==> config.mk <==
export PLATFORM = sky130hd
export DESIGN_NAME = pipeline_hazard_ctrl
export DESIGN_NICKNAME = d
export VERILOG_FILES = /design/src/rtl/pipeline_hazard_ctrl.sv
export SDC_FILE = /design/constraint.sdc
export NUM_CORES = 1
export LEC_CHECK = 0
export CELL_PAD_IN_SITES_DETAIL_PLACEMENT = 0
export CELL_PAD_IN_SITES_GLOBAL_PLACEMENT = 1
export CORE_ASPECT_RATIO = 0.7
export CORE_UTILIZATION = 22
export DETAILED_ROUTE_END_ITERATION = 7
export PLACE_DENSITY_LB_ADDON = 0.1
export SETUP_SLACK_MARGIN = 0.5
export SYNTH_ARGS = -nofsm -noshare
export SYNTH_HDL_FRONTEND = slang
export SYNTH_SLANG_ARGS = --single-unit
==> constraint.sdc <==
create_clock -name clk -period 1.5 [get_ports clk]
set_clock_uncertainty 0.1 [all_clocks]
set_input_delay 0.15 -clock clk [delete_from_list [all_inputs] [get_ports clk]]
set_output_delay 0.15 -clock clk [all_outputs]
set_load 0.01 [all_outputs]
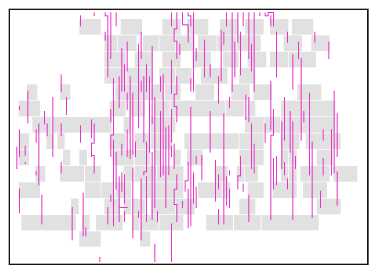
run_1/layer_met2.png
(6 px per um) Cells faint in the background.
- longest straight run: 19.7 um
- main direction: vertical
- share of all routed wire: 47%
total number of vias: 659
M2 GR Usage: 24.7%
routed wire length: 1.89 mm

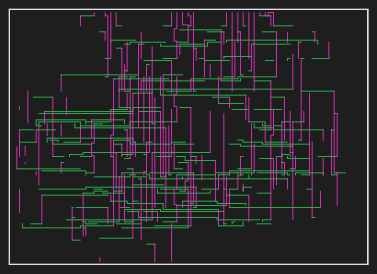
run_1/wires.png
(6 px per um) Two of the layers only.
- green: metal 1 (wire length 914 um)
- magenta: metal 2 (wire length 894 um)
overall routing resource usage: 17.2%
DR WL/cell: 12.4 um

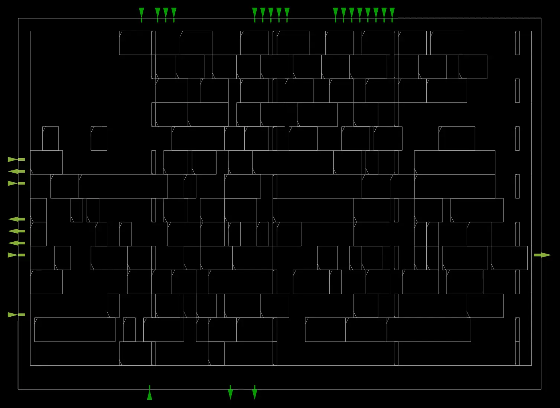
run_1/placement.png
Tap Count: 32
site row count: 14
Core Area: 2170 um^2
Final Core Density: 53.2%
FILL cells: 233

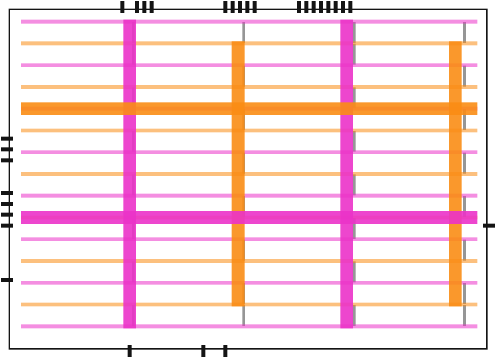
run_1/power_grid.png
(8 px per um) Pins as bars on the die edge. Tap cells in gray.
- orange: VDD
- magenta: VSS
- met4 straps: 4
- met1 rails: 15
- signal pins: 29
- met5 straps: 2
Max VDD drop: 0.420 mV
Die Y: 42.3 um
die width: 59.5 um

==> flow_summary.toml, run 1 <==
# physical design summary
[status]
outcome = "finished with violations"
failed_checks = "setup timing"

[floorplan]
fp.dieArea_um2 = 2510
num_io_pins = 29

[worst_setup_path]
path_cells = "nor4bb_2 > o22a_1 > nand2_2 > buf_4 > o31a_1 > buf_2"
critPathLaunchType = "register"
critical_path_buf_inv_count = 2
r2r_cells = 7
criticalPathCategory = "reg -> out"

[finish]
final_common_cell = "buf_4"
logic_area_um2 = 440
fin_nets = 145
layout-drive-gt1-share_pct = 49.2
ff_latch_area_um2 = 151
n_all_inverters = 5
comb-cell-share_pct = 38.1
n_antenna_cell = 0
nonClkBufAreaFrac_pct = 41.4
seq_cells = 6
dominant_cells = "non-clock buffers"

[timing]
rsz0062_at_grt = "true"
setup_violations = 7
timing.final.ws_setup_ns = -0.470
maxSlewViolCount = 0
slew_headroom_pct = 79.1
finalHoldViolCount = 0
fin_crit_ns = 1.97
fmax_mhz = 508
holdWs_ns = 0.236
finalCritPeriodShare_pct = 131

[logic_synthesis]
synth_nets = 86
largest_area_cell = "dfrtp_1"
yosysWarnings = 0
topCellsByArea = "dfrtp_1 (29%), xor2_1 (14%), nor2_1 (8.8%)"
top_cell_area_share_pct = 29.5
ys_cells = 62
yosys-stat-area_um2 = 509
synth-simple-area-share_pct = 23.8
ys_seq_elements = 6
synth_seq_share_pct = 29.5
ys_sh_aoi_pct = 18.2

[pwr]
seq_power_uw = 213
p_int_uw = 526
powerClk_uw = 175
power_density_nw_per_um2 = 703
pg_comb_uw = 424

[global_routing]
busiest_layer = "met1"
grt_pass1_vias = 672
antenna_found_initial = 0
overflow = 0
grt.met3_usage_pct = 4.94

[cts]
numCtsBuffers = 3
cts_hold_buf = 0
cts_buffer_depth = 2
cts-root-buf = "clkbuf_4"
cts_max_level = 1
clk_pin_slew_ns = 0.05
cts_num_sinks = 6
cts_tree = "yes"
cts_resized = 66
clk_latency_ns = 0.25

[route]
dr.pass1.iters = 3
drcViolationCount = 0
drtAntennaViolNets = 0

[worst_hold_path]
hp-class = "in -> reg"

[placed_design]
dpl.cell_count = 139
gp_congestion = 0.766
post-place-ws_ns = -1.08
place_area_um2 = 990

[run]
warning_count = 30
==> inputs of run 2 (changes only) <==
- SKIP_LAST_GASP: not set -> 1
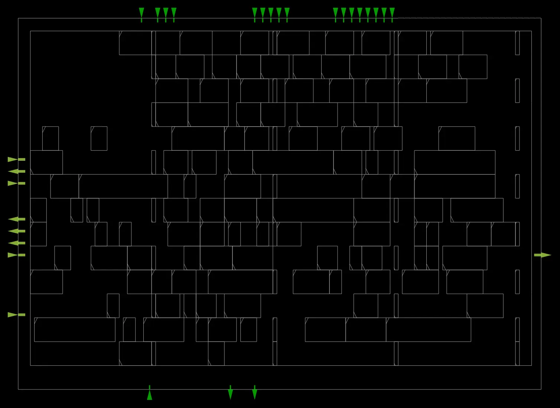
run_2/placement.png
Flops: 6
Final Core Density: 52.5%

==> flow_summary.toml, run 2 <==
# physical design summary
[logic_synthesis]
ys_cells = 62
ys_sh_aoi_pct = 18.2
yosys-stat-area_um2 = 509
topCellsByArea = "dfrtp_1 (29%), xor2_1 (14%), nor2_1 (8.8%)"
yosysWarnings = 0
synth-simple-area-share_pct = 23.8
largest_area_cell = "dfrtp_1"
ys_seq_elements = 6
synth_seq_share_pct = 29.5

[status]
failed_checks = "setup timing"
outcome = "finished with violations"

[route]
drtAntennaViolNets = 0
wl_per_cell_um = 12.3
drcViolationCount = 0

[pwr]
p_int_uw = 522
seq_power_uw = 212
power_density_nw_per_um2 = 706
pg_comb_uw = 419
ir_drop_mv = 0.417

[floorplan]
fp.dieArea_um2 = 2510
num_io_pins = 29
die_h_um = 42.3
die_x_um = 59.5
taps = 32
std_cell_rows = 14

[cts]
cts_resized = 63
cts-root-buf = "clkbuf_4"
cts_max_level = 1
cts_num_sinks = 6
clk_pin_slew_ns = 0.05
cts_hold_buf = 0
clk_latency_ns = 0.25
numCtsBuffers = 3
cts_buffer_depth = 2

[finish]
nonClkBufAreaFrac_pct = 41.0
ff_latch_area_um2 = 151
layout-drive-gt1-share_pct = 48.3
fin_nets = 145
n_antenna_cell = 0
comb-cell-share_pct = 38.3
n_all_inverters = 5
logic_area_um2 = 437
dominant_cells = "non-clock buffers"

[placed_design]
gp_congestion = 0.766
post-place-ws_ns = -1.08
place_area_um2 = 990
dpl.cell_count = 139

[timing]
finalCritPeriodShare_pct = 132
holdWs_ns = 0.241
rsz0062_at_grt = "true"
finalHoldViolCount = 0
timing.final.ws_setup_ns = -0.475
setup_violations = 7
fin_crit_ns = 1.98
fmax_mhz = 506

[worst_setup_path]
cpMaxStageDelayCell = "dfrtp_1"
path_cells = "nor4bb_2 > o22a_1 > nand2_2 > buf_4 > o31a_1 > buf_2"
r2r_cells = 7
critical_path_buf_inv_count = 2

[global_routing]
grt.met3_usage_pct = 4.94
grt_use_met2_pct = 24.9
grt_pass1_vias = 667

[run]
warning_count = 30
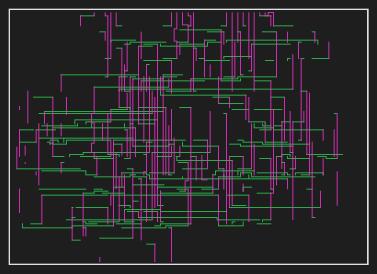
run_2/wires.png
(6 px per um) Two of the layers only.
- green: metal 1 (wire length 897 um)
- magenta: metal 2 (wire length 896 um)
routed wire length: 1.87 mm
overall routing resource usage: 16.8%
total number of vias: 663

